## src/rtl/sync_fifo.sv

```systemverilog
// -----------------------------------------------------------------------------
// sync_fifo: single-clock first-in first-out buffer with registered read data.
//
// Parameters
//   DEPTH       number of entries (power of two, >= 2)
//   DATA_WIDTH  bits per entry
//
// Ports
//   clk       rising-edge clock
//   rst       asynchronous reset, active low
//   write_en  write request; accepted when not full
//   read_en   read request; accepted when not empty
//   data_in   write data captured with an accepted write
//   data_out  registered read data; holds until the next accepted read
//   full      FIFO holds DEPTH entries
//   empty     FIFO holds no entries
// -----------------------------------------------------------------------------
module sync_fifo #(
    parameter int unsigned DEPTH      = 8,
    parameter int unsigned DATA_WIDTH = 16
) (
    input  logic                  clk,
    input  logic                  rst,
    input  logic                  write_en,
    input  logic                  read_en,
    input  logic [DATA_WIDTH-1:0] data_in,
    output logic [DATA_WIDTH-1:0] data_out,
    output logic                  full,
    output logic                  empty
);

    localparam int unsigned AW = $clog2(DEPTH);
    localparam int unsigned CW = AW + 1;

    // Elaboration-time guard on the geometry the pointer arithmetic relies on.
    if ((DEPTH < 2) || ((DEPTH & (DEPTH - 1)) != 0)) begin : g_bad_depth
        $error("sync_fifo: DEPTH must be a power of two and at least 2");
    end

    logic [DATA_WIDTH-1:0] r_mem [DEPTH];
    logic [AW-1:0]         r_wr_ptr;
    logic [AW-1:0]         r_rd_ptr;
    logic [CW-1:0]         r_count;
    logic [DATA_WIDTH-1:0] r_data_out;

    logic w_full;
    logic w_empty;
    logic w_wr_acc;
    logic w_rd_acc;

    // Flags decode only registered state, so there is no input-to-flag path.
    assign w_full  = (r_count == CW'(DEPTH));
    assign w_empty = (r_count == CW'(0));

    // Full blocks writes and empty blocks reads, so a simultaneous request
    // on an empty FIFO is write-only and on a full FIFO is read-only.
    assign w_wr_acc = write_en & ~w_full;
    assign w_rd_acc = read_en  & ~w_empty;

    // Storage is deliberately not reset; the zeroed count keeps stale
    // entries from ever being read.
    always_ff @(posedge clk) begin
        if (w_wr_acc) begin
            r_mem[r_wr_ptr] <= data_in;
        end
    end

    // Pointers wrap naturally because DEPTH is a power of two.
    always_ff @(posedge clk or negedge rst) begin
        if (!rst) begin
            r_wr_ptr <= '0;
            r_rd_ptr <= '0;
        end else begin
            if (w_wr_acc) begin
                r_wr_ptr <= r_wr_ptr + AW'(1);
            end
            if (w_rd_acc) begin
                r_rd_ptr <= r_rd_ptr + AW'(1);
            end
        end
    end

    // Occupancy moves only when exactly one side is accepted.
    always_ff @(posedge clk or negedge rst) begin
        if (!rst) begin
            r_count <= '0;
        end else begin
            case ({w_wr_acc, w_rd_acc})
                2'b10:   r_count <= r_count + CW'(1);
                2'b01:   r_count <= r_count - CW'(1);
                default: r_count <= r_count;
            endcase
        end
    end

    // Read data is registered and valid right after the accepting edge.
    always_ff @(posedge clk or negedge rst) begin
        if (!rst) begin
            r_data_out <= '0;
        end else if (w_rd_acc) begin
            r_data_out <= r_mem[r_rd_ptr];
        end
    end

    assign data_out = r_data_out;
    assign full     = w_full;
    assign empty    = w_empty;

endmodule

```

## config.mk

```make
export PLATFORM = sky130hd
export DESIGN_NAME = sync_fifo
export DESIGN_NICKNAME = d
export VERILOG_FILES = /design/src/rtl/sync_fifo.sv
export SDC_FILE = /design/constraint.sdc
export NUM_CORES = 1
export LEC_CHECK = 0
export ABC_AREA = 1
export CORE_MARGIN = 2
export CORE_UTILIZATION = 40
export CTS_BUF_LIST = sky130_fd_sc_hd__clkbuf_8
export DETAILED_ROUTE_END_ITERATION = 16
export HOLD_SLACK_MARGIN = 0.15
export SYNTH_ARGS = -nofsm -noshare
export SYNTH_HDL_FRONTEND = slang
export SYNTH_SLANG_ARGS = --single-unit
```

## constraint.sdc

```tcl
create_clock -name clk -period 3.8 [get_ports clk]
set_clock_uncertainty 0.1 [all_clocks]
set_input_delay 0.76 -clock clk [delete_from_list [all_inputs] [get_ports clk]]
set_output_delay 0.76 -clock clk [all_outputs]
set_load 0.05 [all_outputs]
```

Figure 1. Congestion heat map (run 1).
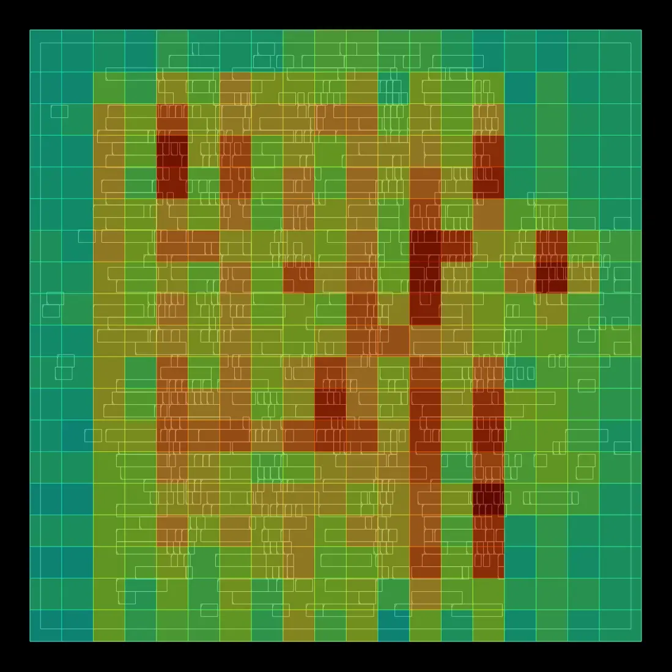
total track usage: 0.170
post-detailed-route wirelength per cell: 15.2 um
final design utilization: 0.465
GR peak layer: met2

Figure 2. Routed metal, one colour a layer (run 1).
Only two layers are drawn.
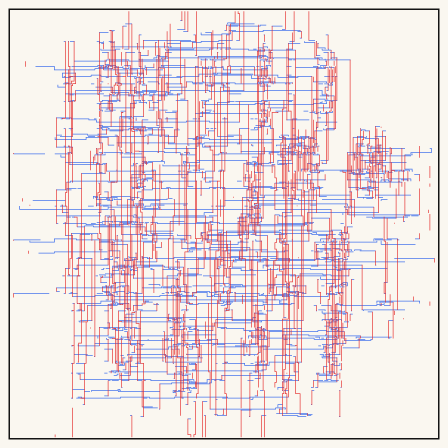
[metal 2] red | wire length: 6830 um
[metal 1] blue | wire length: 5900 um

Figure 3. Close-up of the layout (run 1).
Region (88, 21) to (113, 46) um. Cells in grey, sequential cells in the stronger grey; small squares are vias.
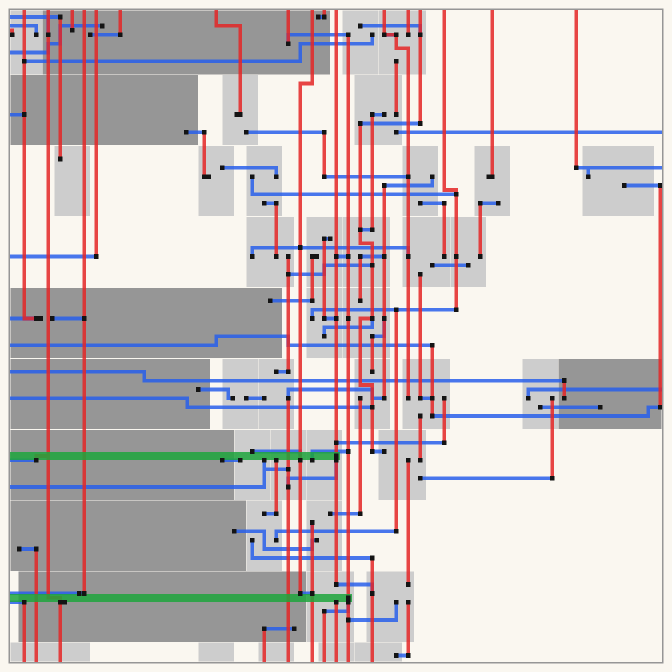
[metal 1] blue
[metal 2] red
[metal 3] green
most frequent: nand2_1 (13), nand3_1 (10), edfxtp_1 (7)
netlist names of flops here include: r_mem (7)
cells with their middle in the window: 38
sequential cells in the window: 7

## run 1: Yosys cell counts
cell type,count
nand3_1,100
o21ai_0,5
clkbuf_1,1
buf_6,16
buf_2,8
nand2_2,2
nand2_1,217
xnor2_1,2
edfxtp_1,128
dfrtp_1,26
fa_1,1
nor2_2,5
nand3_2,1
nor2_1,5
or2_2,1
or2_4,1
inv_2,3
ha_1,5
inv_1,108
xor2_1,2
buf_4,2
## run 1: layer usage
| layer | vias to the layer above | routed length (um) | GRT usage |
|---|---|---|---|
| met5 | - | 0 | 0 |
| met4 | 0 | 314 | 0.0733 |
| li1 | 2125 | - | - |
| met2 | 113 | 6830 | 0.282 |
| met1 | 1998 | 5900 | 0.214 |
| met3 | 25 | 839 | 0.0384 |
==> impl_metrics.env, run 1 <==
# flow metrics
export IMPL_status="finished clean"
export IMPL_ys_flops=154
export IMPL_grt_max_degree=66
export IMPL_cts_htree_levels=4
export IMPL_cp_cell_sequence="nor2_2 -> nand3_1 -> inv_1 -> clkdlybuf4s50_1"
export IMPL_finalCriticalPeriod_ps=2870
export IMPL_ys_seq_frac=0.671
export IMPL_nNetsFinal=709
export IMPL_end_kind="output port"
export IMPL_fp_nets=665
export IMPL_cts_clk_slew_worst_paths_ps=90
export IMPL_grt_antenna_before_repair=0
export IMPL_timing_critical_path_from="r_count[0]$_DFFE_PN0P_"
export IMPL_cts_hold_buf=0
export IMPL_layout_non_clock_buffers=52
export IMPL_critPathLaunchType="flop"
export IMPL_power_frac_comb=0.374
export IMPL_hp_class="flop to flop"
export IMPL_clkbuf_count=17
export IMPL_clk_power_mw=1.35
export IMPL_pwr_share_clk=0.231
export IMPL_final_nonclk_buf_share=0.0631
export IMPL_clock_latency_ps=450
export IMPL_first_iter_violations=276
export IMPL_largest_reg_flops=128
export IMPL_crit_slowest_cell="clkdlybuf4s50_1"
export IMPL_fp_dieW_um=133
export IMPL_biggestCellCategory="registers"
export IMPL_crit_required_ps=2940
export IMPL_slew_violations=0
export IMPL_drt_drc_violations_left=0
export IMPL_min_to="data_out[14]$_DFFE_PN0P_"
export IMPL_grt_overflow=0
export IMPL_path_delay_family="buffers and inverters"
export IMPL_synth_area_mm2=0.00670
export IMPL_path_buffers=2
export IMPL_instances_no_fill=916
export IMPL_placed_area_mm2=0.00722
export IMPL_yosys_area_top_type="edfxtp_1"
export IMPL_taps=220
export IMPL_hold_slack_ps=388
export IMPL_power_switching_mw=2.24
export IMPL_antenna_cells=0
export IMPL_flops=154
export IMPL_postCtsSetupRepairBufs=0
export IMPL_clockBufferDepth=2
export IMPL_seq_power_share=0.396
export IMPL_compound_area_frac=0.00374
export IMPL_rr_worst_depth=12
export IMPL_tightest_slew_ps=1170
export IMPL_crit_cells=4
export IMPL_critical_path_arrival_ps=2010
export IMPL_fin_tns_setup_ps=0
export IMPL_yosys_stat_cells=639
export IMPL_sh_seq_area=0.587
export IMPL_firstDrtPassIters=4
export IMPL_gp_congestion=0.723
export IMPL_comb_area_mm2=0.00155
export IMPL_drive_above_1_share=0.0819
export IMPL_areaGrowthSynthToFinish_pct=14.3
export IMPL_p_leak_nw=3.34
export IMPL_powerComb_mw=2.19
export IMPL_yosysWarnings=0
export IMPL_ant_nets=0
export IMPL_synth_distinct_cells=21
export IMPL_simple_gate_share=0.209
export IMPL_mostFrequentLayoutCells="nand2_1 (217), edfxtp_1 (128), inv_1 (108)"
export IMPL_num_vias=4261
export IMPL_mux_area_frac=0
export IMPL_warning_count=26
export IMPL_r2r_start="r_count[0]$_DFFE_PN0P_"
export IMPL_hold_violations=0
export IMPL_rsz0062_at_grt="false"
export IMPL_hp_start="data_out[14]$_DFFE_PN0P_"
export IMPL_fillCellCount=1519
export IMPL_first_global_vias=4306
export IMPL_rows=47
export IMPL_cts_sinks=154
export IMPL_power_leader="registers"
export IMPL_sequentialPower_mw=2.32
export IMPL_dp_hpwl_um=7730
export IMPL_ir_worst_vdd_v=0.000367
export IMPL_ys_top_cells_by_area="edfxtp_1 (57%), nand2_1 (12%), dfrtp_1 (9.7%), nand3_1 (7.5%), inv_1 (6.1%)"
export IMPL_wirelength_um=13900
export IMPL_top_register="r_mem"
export IMPL_core_area_mm2=0.0165
export IMPL_worstSetupPathType="flop to output port"
export IMPL_hold_depth=2
export IMPL_powerDensity_mw_per_mm2=765
export IMPL_die_y_um=133
export IMPL_cellInternalPower_mw=3.62
export IMPL_cp_endpoint="full"
export IMPL_seq_area_mm2=0.00450
export IMPL_clock_cell_area_share=0.0574
export IMPL_r2r_end="r_count[3]$_DFFE_PN0P_"
export IMPL_maxCapViolations=0
export IMPL_inverters=111
export IMPL_fp_util=0.407
export IMPL_comb_area_frac=0.202
export IMPL_num_multi_input_gates=347
export IMPL_design_die_area_mm2=0.0178
export IMPL_setup_viol_count_final=0
export IMPL_slew_headroom=0.218
export IMPL_ys_sh_xor=0.00523
export IMPL_cts_tree="built"
export IMPL_yosys_area_top_type_share=0.574
export IMPL_mostFrequentLayoutCell="nand2_1"
export IMPL_synthTopLogicFamily="simple AND/OR/NAND/NOR gates"
Figure 4. Metal 4 (run 1).
Cells faint in the background.
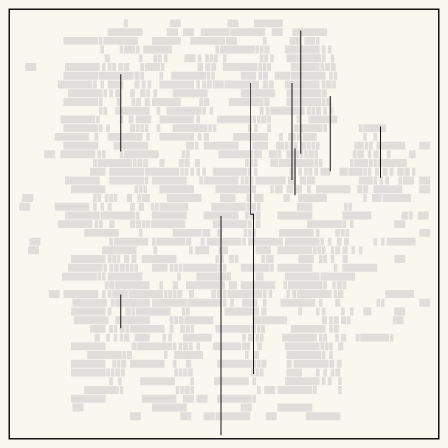

--- run 2 (diff from run 1) ---
- clock period: 3.8 -> 2.84 ns (I/O delays scaled with it)
Figure 5. Metal 4 (run 2).
Cells faint in the background.
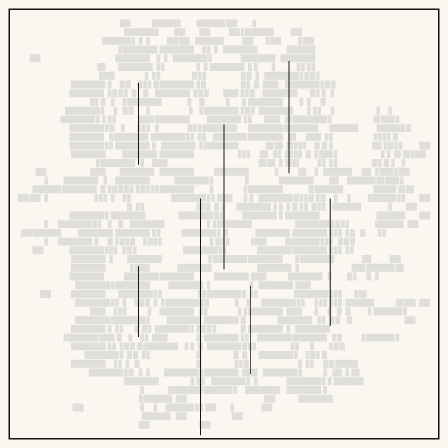
nets with wire on the layer: 4
main direction: vertical

Figure 6. Close-up of the layout (run 2).
Region (88, 21) to (113, 46) um. Cells in grey, sequential cells in the stronger grey; small squares are vias.
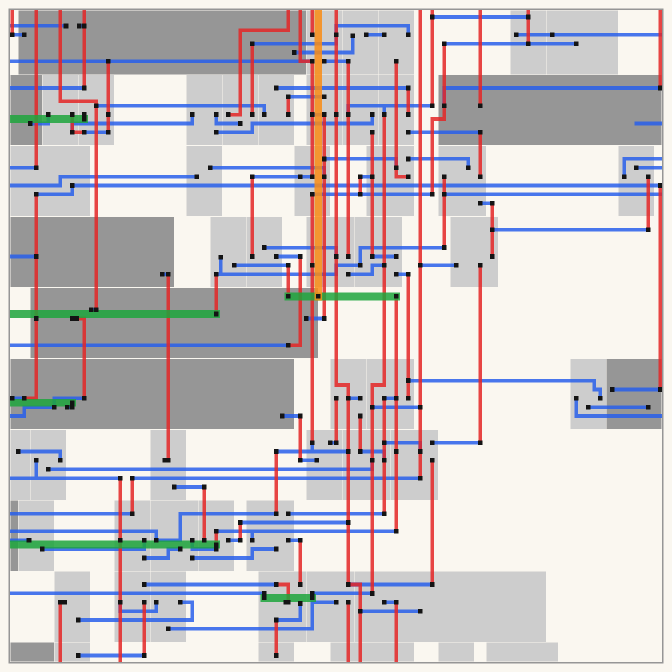
[metal 2] red
[metal 1] blue
[metal 3] green
[metal 4] orange
most frequent: nand2_1 (20), nand3_1 (12), inv_1 (8)
sequential cells in the window: 5
netlist names of flops here include: r_mem (4), r_rd_ptr (1)
cells with their middle in the window: 49

Figure 7. PDN straps and rails (run 2).
Scale bar: 50 um. Pins as bars on the die edge. Tap cells in grey.
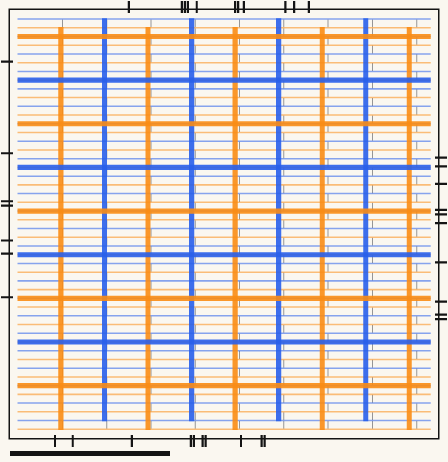
[VSS] orange
[VDD] blue
met5 straps: 9
met4 straps: 9

==> run 2 against run 1 <==
  * Utilization down 0.099 points
  * First-iteration DRC count up 0.36%
  * Non-clock buffer count unchanged
  * Flip-flop count unchanged
  * Largest power group unchanged
==> impl_metrics.env, run 2 <==
# flow metrics
export IMPL_postCtsSetupRepairBufs=0
export IMPL_busiest_layer="met2"
export IMPL_clkbuf_count=18
export IMPL_ys_top_cells_by_area="edfxtp_1 (57%), nand2_1 (12%), dfrtp_1 (9.7%), nand3_1 (7.5%), inv_1 (6.1%)"
export IMPL_max_stage_delay_ps=790
export IMPL_synthTopCellsByCount="nand2_1 (217), edfxtp_1 (128), inv_1 (108), nand3_1 (100), dfrtp_1 (26)"
export IMPL_adder_share=0.0123
export IMPL_cts_root_buffer="clkbuf_8"
export IMPL_clock_cell_area_share=0.0537
export IMPL_first_iter_violations=277
export IMPL_layout_non_clock_buffers=52
export IMPL_synthTopLogicFamily="simple AND/OR/NAND/NOR gates"
export IMPL_largest_reg_flops=128
export IMPL_edf_count=128
export IMPL_fp_dieW_um=133
export IMPL_met3_usage=0.0339
export IMPL_synth_most_common_cell="nand2_1"
export IMPL_power_switching_mw=2.93
export IMPL_setup_viol_count_final=0
export IMPL_slew_headroom=0.482
export IMPL_crit_cells=4
export IMPL_cts_buffers=17
export IMPL_cp_cell_sequence="nor2_2 -> nand3_1 -> inv_1 -> clkdlybuf4s50_1"
export IMPL_yosys_area_top_type_share=0.574
export IMPL_io_buffer_count=37
export IMPL_critical_path_arrival_ps=2040
export IMPL_cts_resized=0
export IMPL_cp_endpoint="full"
export IMPL_end_kind="output port"
export IMPL_powerDensity_mw_per_mm2=1010
export IMPL_comb_area_frac=0.202
export IMPL_hold_violations=0
export IMPL_worstSetupPathType="flop to output port"
export IMPL_warning_count=26
export IMPL_num_vias=4305
export IMPL_compound_area_frac=0.00374
export IMPL_core_area_mm2=0.0165
export IMPL_grt_max_degree=66
export IMPL_route_met2_wl_um=6430
export IMPL_flops=154
export IMPL_hold_depth=2
export IMPL_swShare=0.380
export IMPL_design_die_area_mm2=0.0178
export IMPL_synth_distinct_cells=21
export IMPL_cts_clk_slew_worst_paths_ps=80
export IMPL_timing_critical_path_from="r_count[1]$_DFFE_PN0P_"
export IMPL_die_y_um=133
export IMPL_gp_congestion=0.766
export IMPL_power_frac_comb=0.380
export IMPL_hp_start="data_out[1]$_DFFE_PN0P_"
export IMPL_cellInternalPower_mw=4.78
export IMPL_slew_violations=0
export IMPL_r2r_slack_ps=690
export IMPL_sh_seq_area=0.589
export IMPL_ff_type="edfxtp_1"
export IMPL_mux_area_frac=0
export IMPL_cts_sinks=154
export IMPL_inverters=111
export IMPL_synth_area_mm2=0.00670
export IMPL_top_register="r_mem"
export IMPL_critPathLaunchType="flop"
export IMPL_grt_pass1_wl_um=21500
export IMPL_path_buffers=2
export IMPL_detail_route_vias_per_cell=4.70
export IMPL_ir_worst_vdd_v=0.000490
export IMPL_finalCriticalPeriod_ps=2710
export IMPL_ys_sh_xor=0.00523
export IMPL_drt_drc_violations_left=0
export IMPL_dp_hpwl_um=7920
export IMPL_top_layer="met4"
export IMPL_fp_util=0.407
export IMPL_path_delay_family="buffers and inverters"
export IMPL_grt_antenna_before_repair=0
export IMPL_ys_flops=154
export IMPL_routed_wl_met3_um=824
export IMPL_yosysWarnings=0
export IMPL_seq_power_share=0.400
export IMPL_wirelength_um=13600
export IMPL_synth_area_per_cell_um2=10.5
export IMPL_gr_usage_met2=0.259
export IMPL_fin_tns_setup_ps=0
export IMPL_num_multi_input_gates=347
export IMPL_min_to="data_out[1]$_DFFE_PN0P_"
export IMPL_antenna_cells=0
export IMPL_async_flop_share=0.169
export IMPL_maxCapViolations=0
export IMPL_status="finished clean"
export IMPL_wl_met1_um=6040
export IMPL_comb_area_mm2=0.00155
export IMPL_rr_worst_depth=11
export IMPL_p_leak_nw=3.35
export IMPL_grt_overflow=0
export IMPL_syn_instance_count=639
export IMPL_taps=220
export IMPL_finalClockPeriodUsage=0.953
export IMPL_seq_area_mm2=0.00450
export IMPL_clock_latency_ps=440
export IMPL_fillCellCount=1485
export IMPL_grt_total_usage=0.162
export IMPL_totalPowerFinal_mw=7.72
export IMPL_ys_seq_frac=0.671
export IMPL_final_nonclk_buf_share=0.0649
export IMPL_cts_hold_buf=0
export IMPL_yosys_area_top_type="edfxtp_1"
export IMPL_ios=38
export IMPL_pwr_share_clk=0.220
export IMPL_yosys_stat_cells=639
export IMPL_use_met1=0.216
export IMPL_biggestCellCategory="registers"
export IMPL_crit_slowest_cell="clkdlybuf4s50_1"
export IMPL_first_global_vias=4074
export IMPL_rsz0062_at_grt="false"
export IMPL_routedWlPerCell_um=14.8
export IMPL_mostFrequentLayoutCells="nand2_1 (217), edfxtp_1 (128), inv_1 (112)"
export IMPL_r2r_end="r_count[3]$_DFFE_PN0P_"
export IMPL_mostFrequentLayoutCell="nand2_1"
export IMPL_rows=47
export IMPL_ant_nets=0
export IMPL_fp_nets=665
export IMPL_cts_tree="built"
export IMPL_cp_max_fo=4
export IMPL_drive_above_1_share=0.0761
export IMPL_tightest_slew_ps=776
export IMPL_simple_gate_share=0.209
export IMPL_clockBufferDepth=2
export IMPL_cts_htree_levels=4
export IMPL_areaGrowthSynthToFinish_pct=14.1
export IMPL_hp_class="flop to flop"
export IMPL_nNetsFinal=709
export IMPL_r2r_start="r_count[1]$_DFFE_PN0P_"
export IMPL_crit_required_ps=2170
export IMPL_firstDrtPassIters=5
export IMPL_ys_area_mm2=0.00670
==> run 2: stage by stage <==
stage          setup slack [ps]  hold WS, ps  utilization  instance area, um2  cells
3_3_place_gp                406          368        0.439                7230    884
2_1_floorplan               719          172            -                6700    639
5_1_grt                    12.0          407        0.464                7640    916
4_1_cts                     102          391        0.464                7640    916
3_5_place_dp                346          372        0.439                7230    884
6_report                    134          385        0.464                7640    916
==> run 2: power groups by stage <==
stage | combinational [mW] | clock [mW] | sequential (mW)
3_3_place_gp | 2.88 | 0 | 3.12
2_1_floorplan | 1.87 | 0 | 3.51
6_report | 2.93 | 1.69 | 3.09
5_1_grt | 3.27 | 1.82 | 3.13
4_1_cts | 2.97 | 1.74 | 3.09
3_5_place_dp | 2.97 | 0 | 3.14
Figure 8. Routed metal, one colour a layer (run 2).
Only two layers are drawn.
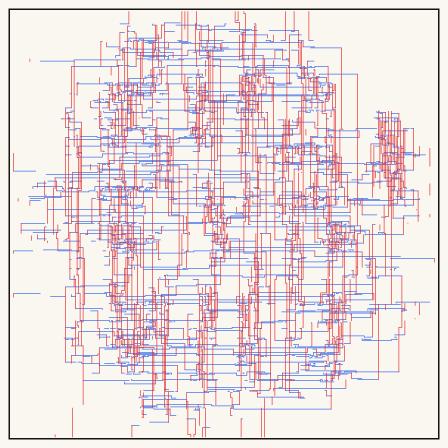

--- run 3 (diff from run 2) ---
- PLACE_DENSITY_LB_ADDON: unset -> 0.12
Figure 9. Routed metal, one colour a layer (run 3).
Only two layers are drawn.
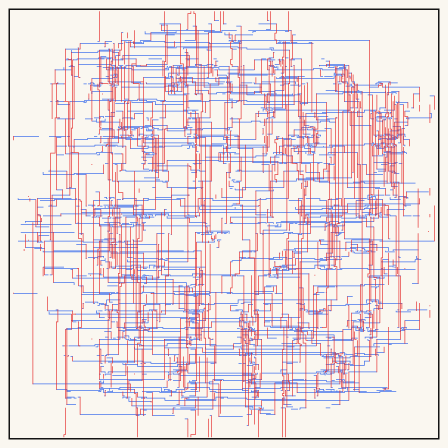
[metal 2] red | wire length: 6860 um
[metal 1] blue | wire length: 6610 um

Figure 10. Close-up of the layout (run 3).
Region (88, 21) to (113, 46) um. Cells in grey, sequential cells in the stronger grey; small squares are vias.
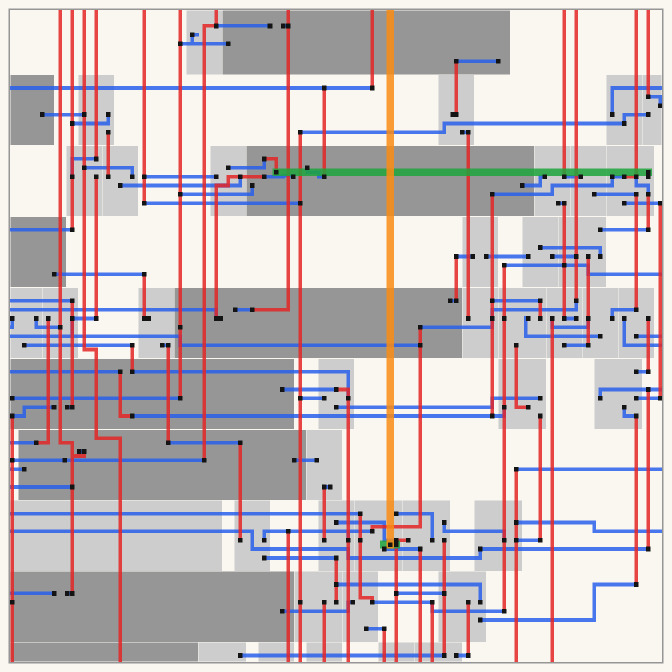
[metal 2] red
[metal 1] blue
[metal 3] green
[metal 4] orange
sequential cells in the window: 6
most frequent: nand2_1 (14), nand3_1 (10), inv_1 (7)
netlist names of flops here include: r_mem (6)
cells with their middle in the window: 40

Figure 11. Congestion heat map (run 3).
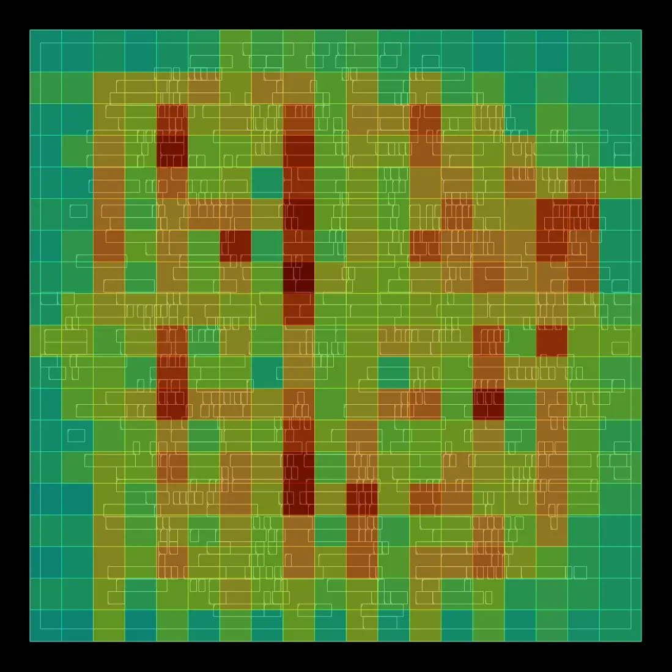
GRT met2 Usage: 0.282
post-detailed-route wirelength per cell: 15.5 um
M1 GR Usage: 0.229
total track usage: 0.174
final design utilization: 0.464

==> run 3 against run 2 <==
  * Setup slack improved by 37 ps
  * Wire length rose by 4.7%
  * Highest routed layer unchanged
  * Cell count did not move
  * Critical path depth unchanged
  * Synthesized cell count is the same
==> impl_metrics.env, run 3 <==
# flow metrics
export IMPL_hold_depth=2
export IMPL_ys_flops=154
export IMPL_grt_overflow=0
export IMPL_flops=154
export IMPL_fp_util=0.407
export IMPL_clock_cell_area_share=0.0543
export IMPL_setup_viol_count_final=0
export IMPL_yosysWarnings=0
export IMPL_placed_area_mm2=0.00723
export IMPL_synthTopLogicFamily="simple AND/OR/NAND/NOR gates"
export IMPL_detail_route_vias_per_cell=4.67
export IMPL_end_kind="output port"
export IMPL_wl_met1_um=6610
export IMPL_cts_clk_slew_worst_paths_ps=80
export IMPL_inverters=111
export IMPL_comb_area_frac=0.202
export IMPL_async_flop_share=0.169
export IMPL_path_delay_family="buffers and inverters"
export IMPL_powerDensity_mw_per_mm2=1020
export IMPL_totalPowerFinal_mw=7.80
export IMPL_edf_count=128
export IMPL_mostFrequentLayoutCell="nand2_1"
export IMPL_synth_most_common_cell="nand2_1"
export IMPL_firstDrtPassIters=5
export IMPL_first_global_vias=4302
export IMPL_synth_area_mm2=0.00670
export IMPL_grt_antenna_before_repair=0
export IMPL_die_y_um=133
export IMPL_instances_no_fill=916
export IMPL_power_leader="registers"
export IMPL_rr_worst_depth=11
export IMPL_mostFrequentLayoutCells="nand2_1 (217), edfxtp_1 (128), inv_1 (108)"
export IMPL_ios=38
export IMPL_slew_violations=0
export IMPL_pwr_share_clk=0.222
export IMPL_busiest_layer="met2"
export IMPL_simple_gate_share=0.209
export IMPL_slew_headroom=0.484
export IMPL_num_vias=4278
export IMPL_largest_reg_flops=128
export IMPL_cts_sinks=154
export IMPL_layout_non_clock_buffers=52
export IMPL_met3_usage=0.0426
export IMPL_routed_wl_met3_um=501
export IMPL_crit_cells=4
export IMPL_ys_area_mm2=0.00670
export IMPL_ff_type="edfxtp_1"
export IMPL_p_leak_nw=3.33
export IMPL_status="finished clean"
export IMPL_max_stage_delay_ps=790
export IMPL_fillCellCount=1528
export IMPL_route_met2_wl_um=6860
export IMPL_biggestCellCategory="registers"
export IMPL_top_layer="met4"
export IMPL_cts_tree="built"
export IMPL_clk_power_mw=1.73
export IMPL_critPathLaunchType="flop"
export IMPL_gp_congestion=0.799
export IMPL_clockBufferDepth=2
export IMPL_hold_violations=0
export IMPL_ys_top_cells_by_area="edfxtp_1 (57%), nand2_1 (12%), dfrtp_1 (9.7%), nand3_1 (7.5%), inv_1 (6.1%)"
export IMPL_wirelength_um=14200
export IMPL_critical_path_arrival_ps=2000
export IMPL_worstSetupPathType="flop to output port"
export IMPL_fin_area_mm2=0.00764
export IMPL_yosys_area_top_type_share=0.574
export IMPL_seq_power_share=0.396
export IMPL_sh_seq_area=0.588
export IMPL_synth_distinct_cells=21
export IMPL_finalCriticalPeriod_ps=2670
export IMPL_maxCapViolations=0
export IMPL_postCtsSetupRepairBufs=0
export IMPL_cellInternalPower_mw=4.77
export IMPL_cts_buffers=17
export IMPL_comb_area_mm2=0.00155
export IMPL_finalClockPeriodUsage=0.940
export IMPL_design_die_area_mm2=0.0178
export IMPL_top_register="r_mem"
export IMPL_core_area_mm2=0.0165
export IMPL_yosys_stat_cells=639
export IMPL_path_buffers=2
export IMPL_cts_hold_buf=0
export IMPL_cp_cell_sequence="nor2_2 -> nand3_1 -> inv_1 -> clkdlybuf4s50_1"
export IMPL_worst_slack_ps=171
export IMPL_grt_pass1_wl_um=23000
export IMPL_first_iter_violations=228
export IMPL_areaGrowthSynthToFinish_pct=14.2
export IMPL_ys_sh_xor=0.00523
export IMPL_cts_root_buffer="clkbuf_8"
export IMPL_dp_cells=884
export IMPL_ant_nets=0
export IMPL_powerComb_mw=2.98
export IMPL_mux_area_frac=0
export IMPL_crit_required_ps=2170
export IMPL_ys_seq_frac=0.671
-- run 3: worst register-to-register path, delay by kind of cell (launching register included) --
family                     cells  cell delay (ps)
adders and majority gates      2              530
and+or+nand+nor                9             1010
DFF                            1              430
-- run 3: final timing paths --
kind                                         startpoint                      end  slack [ps]
worst max-delay path             r_count[1]$_DFFE_PN0P_                     full         170
max in group asynchronous                           rst  r_rd_ptr[0]$_DFFE_PN0P_        1890
worst min register to register  data_out[7]$_DFFE_PN0P_  data_out[7]$_DFFE_PN0P_         380
worst max register to register   r_count[1]$_DFFE_PN0P_   r_count[3]$_DFFE_PN0P_         710
worst min-delay path            data_out[7]$_DFFE_PN0P_  data_out[7]$_DFFE_PN0P_         380
min in group asynchronous                           rst  r_rd_ptr[1]$_DFFE_PN0P_         430
Power is estimated from default activity; no workload was simulated.
